### Placed cells, one color a class, run 1

Drawn at 2 px/µm.
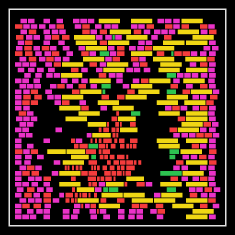
### Metal 3, run 1

Drawn at 3 px/µm.
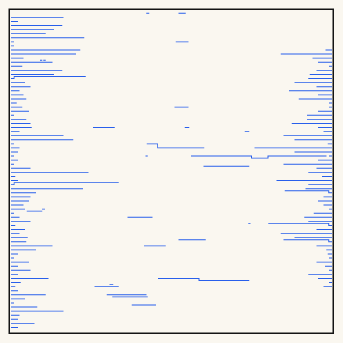
### Sequential cells grouped by signal name, run 1

Drawn at 6 px/µm. Other sequential cells in the stronger gray, the rest of the logic in the fainter gray.
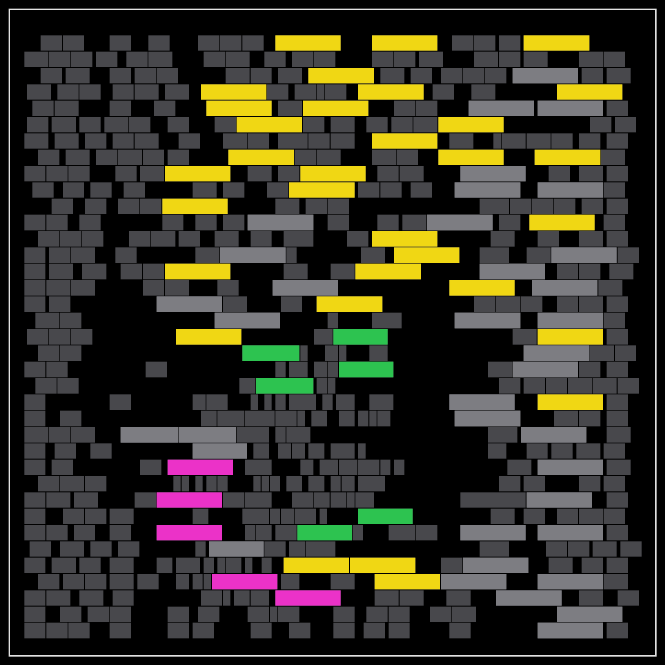
**config.mk**
```make
export PLATFORM = sky130hd
export DESIGN_NAME = hilo_issue_ctrl
export DESIGN_NICKNAME = d
export VERILOG_FILES = /design/src/rtl/hilo_issue_ctrl.sv
export SDC_FILE = /design/constraint.sdc
export NUM_CORES = 1
export LEC_CHECK = 0
export CORE_MARGIN = 2
export CORE_UTILIZATION = 38
export DETAILED_ROUTE_END_ITERATION = 16
export PLACE_DENSITY = 0.81
export SLEW_MARGIN = 20
export SYNTH_ARGS = -nofsm -noshare
export SYNTH_HDL_FRONTEND = slang
export SYNTH_SLANG_ARGS = --single-unit
```
**constraint.sdc**
```tcl
create_clock -name clk -period 8.05 [get_ports clk]
set_input_delay 0.805 -clock clk [delete_from_list [all_inputs] [get_ports clk]]
set_output_delay 0.805 -clock clk [all_outputs]
set_load 0.1 [all_outputs]
```
**src/rtl/hilo_issue_ctrl.sv**
```systemverilog
// hilo_issue_ctrl: EX-stage initiator for the multi-cycle HI/LO multiply/divide unit.
// Issues MD/MT operations, interlocks HI/LO hazards, returns MF data and watches for a hung unit.
module hilo_issue_ctrl #(
  parameter int unsigned LAT  = 34,
  parameter int unsigned WDOG = 40
) (
  input  logic        clk,
  input  logic        rst_n,
  input  logic        req_valid,
  input  logic [4:0]  req_op,
  input  logic [31:0] req_a,
  input  logic [31:0] req_b,
  output logic        pipe_stall,
  output logic [31:0] rdata,
  output logic        md_start,
  output logic [4:0]  md_op,
  output logic [31:0] md_a,
  output logic [31:0] md_b,
  input  logic [31:0] md_hi,
  input  logic [31:0] md_lo,
  input  logic        md_done,
  output logic        busy,
  output logic        err
);

  localparam logic [4:0] OP_NONE = 5'b00000;
  localparam logic [4:0] OP_MFHI = 5'b01000;
  localparam logic [4:0] OP_MTHI = 5'b01001;
  localparam logic [4:0] OP_MFLO = 5'b01010;
  localparam logic [4:0] OP_MTLO = 5'b01011;
  localparam logic [5:0] LAT_C   = 6'(LAT);
  localparam logic [5:0] WDOG_M1 = 6'(WDOG - 1);

  typedef enum logic [1:0] {
    ST_IDLE  = 2'b00,
    ST_BUSY  = 2'b01,
    ST_DRAIN = 2'b10
  } state_e;

  state_e      state_q, state_d;
  logic [5:0]  cnt_q, cnt_d;
  logic        busy_q, busy_d;
  logic        err_q, err_d;
  logic [4:0]  h_op_q;
  logic [31:0] h_a_q, h_b_q;

  logic is_md_s, is_mt_s, is_mf_s, issue_s;

  assign is_md_s = (req_op[4:2] == 3'b011);
  assign is_mt_s = (req_op == OP_MTHI) || (req_op == OP_MTLO);
  assign is_mf_s = (req_op == OP_MFHI) || (req_op == OP_MFLO);
  assign issue_s = (state_q == ST_IDLE) && req_valid && is_md_s;

  assign rdata = (req_op == OP_MFLO) ? md_lo : md_hi;
  assign busy  = busy_q;
  assign err   = err_q;

  // Unit-facing outputs and pipeline interlock
  always_comb begin
    pipe_stall = 1'b0;
    md_start   = 1'b0;
    md_op      = h_op_q;
    md_a       = h_a_q;
    md_b       = h_b_q;
    case (state_q)
      ST_IDLE: begin
        md_start = issue_s;
        md_a     = req_a;
        md_b     = req_b;
        if (req_valid && (is_md_s || is_mt_s)) begin
          md_op = req_op;
        end else begin
          md_op = OP_NONE;
        end
      end
      ST_BUSY: begin
        // The MF that lands in the done cycle sees the final HI/LO and may proceed.
        pipe_stall = req_valid && (is_md_s || is_mt_s || (is_mf_s && !md_done));
      end
      ST_DRAIN: begin
        pipe_stall = req_valid && (is_md_s || is_mt_s || is_mf_s);
      end
      default: begin
        pipe_stall = req_valid && (is_md_s || is_mt_s || is_mf_s);
      end
    endcase
  end

  // Next-state, watchdog counter and sticky error
  always_comb begin
    state_d = state_q;
    cnt_d   = cnt_q;
    err_d   = err_q;
    case (state_q)
      ST_IDLE: begin
        if (issue_s) begin
          state_d = ST_BUSY;
          cnt_d   = 6'd0;
        end else begin
          state_d = ST_IDLE;
        end
      end
      ST_BUSY: begin
        if (md_done) begin
          state_d = ST_IDLE;
        end else if (cnt_q == WDOG_M1) begin
          state_d = ST_IDLE;
          err_d   = 1'b1;
        end else begin
          cnt_d = cnt_q + 6'd1;
        end
      end
      ST_DRAIN: begin
        if (md_done || (cnt_q == 6'd0)) begin
          state_d = ST_IDLE;
        end else begin
          cnt_d = cnt_q - 6'd1;
        end
      end
      default: begin
        // An unknown state is treated like reset: let any unit run finish first.
        state_d = ST_DRAIN;
        cnt_d   = LAT_C;
      end
    endcase
    busy_d = (state_d != ST_IDLE);
  end

  // Control state register; reset enters DRAIN so an interrupted unit run can finish
  always_ff @(posedge clk or negedge rst_n) begin
    if (!rst_n) begin
      state_q <= ST_DRAIN;
      cnt_q   <= LAT_C;
      busy_q  <= 1'b1;
      err_q   <= 1'b0;
    end else begin
      state_q <= state_d;
      cnt_q   <= cnt_d;
      busy_q  <= busy_d;
      err_q   <= err_d;
    end
  end

  // Operand hold registers: deliberately outside reset so the unit keeps stable inputs
  always_ff @(posedge clk) begin
    if (issue_s) begin
      h_op_q <= req_op;
      h_a_q  <= req_a;
      h_b_q  <= req_b;
    end else begin
      h_op_q <= h_op_q;
      h_a_q  <= h_a_q;
      h_b_q  <= h_b_q;
    end
  end

endmodule

```
==> metrics.yaml, run 1 <==
status: "complete, no violations"
htreeDepth: 3
inv_count: 7
edf_count: 69
comb_area_share_pct: 24.3
num-fill-cells: 764
port_buffers: 241
vias_per_cell: 4.99
intPower_uw: 737
power_frac_clock_pct: 24.2
most_common_cell: "mux2_2"
clock_latency_ps: 340
cts_tree: "yes"
syn_nets: 423
grt_busiest_layer: "met2"
worstSetupStartpointType: "register"
clockNetworkAreaShare_pct: 2.79
syn_area_per_cell_um2: 14.6
logic_area_um2: 1660
ys_warn_count: 0
grt_pass1_vias: 3371
ys_cells: 278
cp.required_ps: 7240
cp-startpoint: "state_q[0]"
grt_use_met2_pct: 36.7
rr_worst_depth: 5
comb_power_share_pct: 36.3
fin_hold_ws_ps: 492
dr_wl_met2_mm: 6.29
setup_tns_ps: 0
first_pass_iters: 4
p_leak_nw: 2.44
skew_ps: 9.20
ys_area_um2: 4070
drcViolationCount: 0
drtAntennaViolNets: 0
path_max_fanout: 47
aoi_share_pct: 4.55
ys_seq_share_pct: 57.2
regToRegEndpoint: "h_a_q[3]"
worst_hold_path_type: "reg2reg"
Notes on 'Placed cells, one color a class' above:
yellow -> sequential cells  # cells 79, share of their area 35%
red -> combinational and other logic  # cells 184, share of their area 25%
magenta -> remaining buffers and delay cells  # cells 244, share of their area 37%
green -> clock drivers and dummy loads  # cells 16, share of their area 2.9%
core area: 10,400 µm²
post-layout util: 65.6%
Design Area, Final: 6810 µm²
std cell rows: 37

Notes on 'Metal 3' above:
share of all routed wire = 10%
longest straight run = 34.7 µm
nets with wire on the layer = 150
wire length on this layer = 1,200 µm
total wire length: 11.9 mm
met3 Track Usage GR: 7.38%
vias: 3,291

Notes on 'Sequential cells grouped by signal name' above:
yellow -> h_b_q  # placed flops 32
green -> cnt_q  # placed flops 6, where center
magenta -> h_op_q  # placed flops 5
not colored = 36
sequential power: 461 µW
sequential share of cell area: 34.2%
Register Area: 2330 µm²

==> run 2: changes to the inputs <==
Clock period 8.05 ns to 4.04 ns, I/O delays scaled along.
### Signal wires by layer, run 2

Drawn at 3 px/µm. Only two layers are drawn.
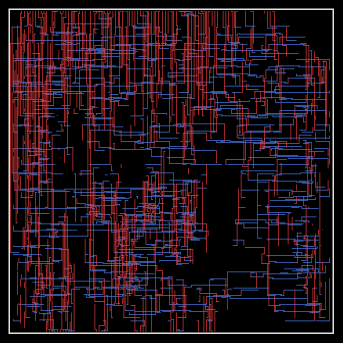
red -> metal 2  # wire length 6,560 µm
blue -> metal 1  # wire length 4,360 µm

==> run 2 against run 1 <==
Effect of this change:
- first-iteration DRC count grew 65%
- combinational power grew 95%
- wire length grew 1.5%
- via count shrank 0.21%
- total power grew 110%
- clock skew grew 5.1 ps
- utilization shrank 1.9 points
- global-route usage is essentially flat
- critical endpoint is now md_a[27]
- largest power group unchanged
- highest routed layer unchanged
==> metrics.yaml, run 2 <==
rows: 37  # unchanged
worstSetupStartpointType: "register"
drcViolationCount: 0  # unchanged
setup_tns_ps: 0  # unchanged
cp.required_ps: 3640  # -3600 ps
rr_worst_depth: 6  # +1
post-route-util_pct: 63.7  # -1.9 points
drtAntennaViolNets: 0  # unchanged
finalInstanceArea_um2: 6600  # -3.0%
num-fill-cells: 802  # +5.0%
vias_per_cell: 4.97  # -0.51%
ys_seq_share_pct: 57.2  # unchanged
power_frac_clock_pct: 27.7  # +3.5 points
syn_nets: 423  # unchanged
status: "complete, no violations"
first_pass_iters: 4  # unchanged
inv_count: 7  # unchanged
comb_area_share_pct: 25.2  # +0.84 points
wl_mm: 12.1  # +1.5%
flop_area_um2: 2330  # unchanged
syn_area_per_cell_um2: 14.6  # unchanged
core-area_um2: 10400  # unchanged
ys_cells: 278  # unchanged
vias: 3284  # -0.21%
logic_area_um2: 1660  # +0.38%
grt_busiest_layer: "met2"
cts_tree: "yes"
ys_warn_count: 0  # unchanged
p_leak_nw: 2.56  # +4.9%
aoi_share_pct: 4.55  # unchanged
cp-startpoint: "state_q[0]"
clockNetworkAreaShare_pct: 3.45  # +0.65 points
grt_use_met2_pct: 37.3  # +0.67 points
sh_seq_area_pct: 35.2  # +1.0 points
path_max_fanout: 41  # -13%
comb_power_share_pct: 34.3  # -2.0 points
seq-power_uw: 919  # +99%
groute.layer.met3.usage_pct: 5.39  # -2.0 points
clock_latency_ps: 350  # about the same
htreeDepth: 3  # unchanged
==> run 3: changes to the inputs <==
Clock period 4.04 ns to 3.18 ns, I/O delays scaled along.
### Sequential cells grouped by signal name, run 3

Drawn at 6 px/µm. Other sequential cells in the stronger gray, the rest of the logic in the fainter gray.
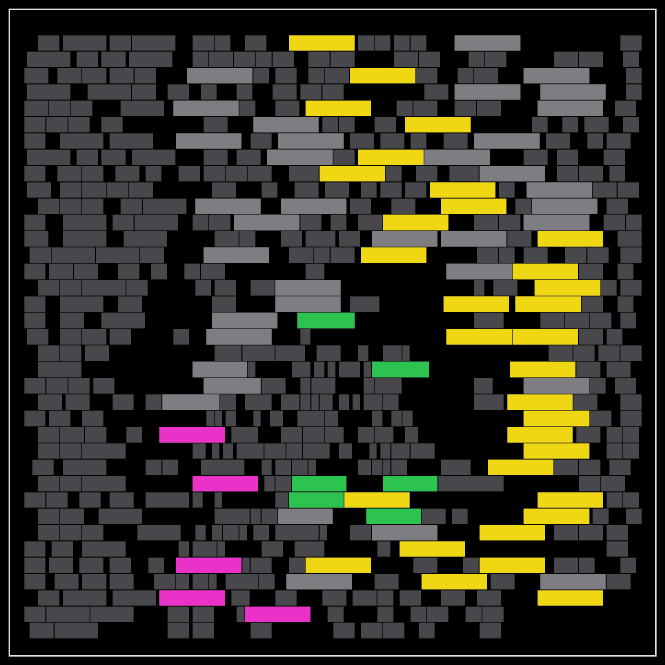
sequential power: 1.17 mW
sequential share of cell area: 33.1%

==> run 3 against run 2 <==
Effect of this change:
- die size unchanged
- via count grew 2.4%
- clock power increased by 13%
- utilization rose by 4.1 points
- worst setup slack worse by 510 ps
- clock skew increased by 3.5 ps
- synthesized cell count did not move
- critical path type unchanged
==> metrics.yaml, run 3 <==
grt_busiest_layer: "met2"
cp_top_family: "buffers and inverters"
flop_area_um2: 2330  # unchanged
status: "complete, no violations"
groute.layer.met3.usage_pct: 6.90  # +1.5 points
rsz0062_at_grt: "false"
aoi_share_pct: 4.55  # unchanged
period_needed_ps: 2700
tapcell.inserted: 136
power_frac_clock_pct: 24.7  # -3.0 points
setup_tns_ps: 0  # unchanged
clockNetworkAreaShare_pct: 2.88  # -0.56 points
syn_nets: 423  # unchanged
cp.required_ps: 2860  # -780 ps
first_pass_iters: 4  # unchanged
inv_count: 7  # unchanged
ys_seq_share_pct: 57.2  # unchanged
core-area_um2: 10400  # unchanged
muxShareOfSynthArea_pct: 27.4
fin_nets: 664
slew_viol_final: 0
finalHoldViolCount: 0
cp-startpoint: "state_q[0]"
wl_mm: 12.2  # +1.1%
reg_top3: "h_a_q (32), h_b_q (32), cnt_q (6)"
skew_ps: 17.8
comb_power_share_pct: 37.1  # +2.8 points
drtAntennaViolNets: 0  # unchanged
num-fill-cells: 782  # -2.5%
rows: 37  # unchanged
syn_area_per_cell_um2: 14.6  # unchanged
ys_warn_count: 0  # unchanged
ys_cells: 278  # unchanged
worstSetupStartpointType: "register"
cts_hold_buf: 0
cts_tree: "yes"
htreeDepth: 3  # unchanged
antenna_found_initial: 0
vias: 3362  # +2.4%
nClkBuffers: 9
fin_crit_sh_pct: 85.1
hpwlAfterDp_mm: 9.81
clock_latency_ps: 350  # about the same
end_kind: "primary output"
dpl_worst_slack_ps: 656
logic_area_um2: 1670  # +0.38%
layout_top_cell: "clkdlybuf4s50_1"
p_leak_nw: 2.72  # +6.1%
synthArstFlopShare_pct: 12.7
post-route-util_pct: 67.8  # +4.1 points
path_max_fanout: 55  # +34%
comb_area_share_pct: 23.7  # -1.4 points
rr_worst_depth: 6  # unchanged
power_clock_uw: 755
finalInstanceArea_um2: 7030  # +6.4%
grt_overflow_total: 0
drcViolationCount: 0  # unchanged
initialDrtViolationCount: 135
yosys_most_used_dff: "edfxtp_1"
vias_per_cell: 5.09  # +2.5%
grt_use_met2_pct: 40.0  # +2.7 points
final_cells: 660
No activity file was given, so power comes from the tool's default toggle rates.
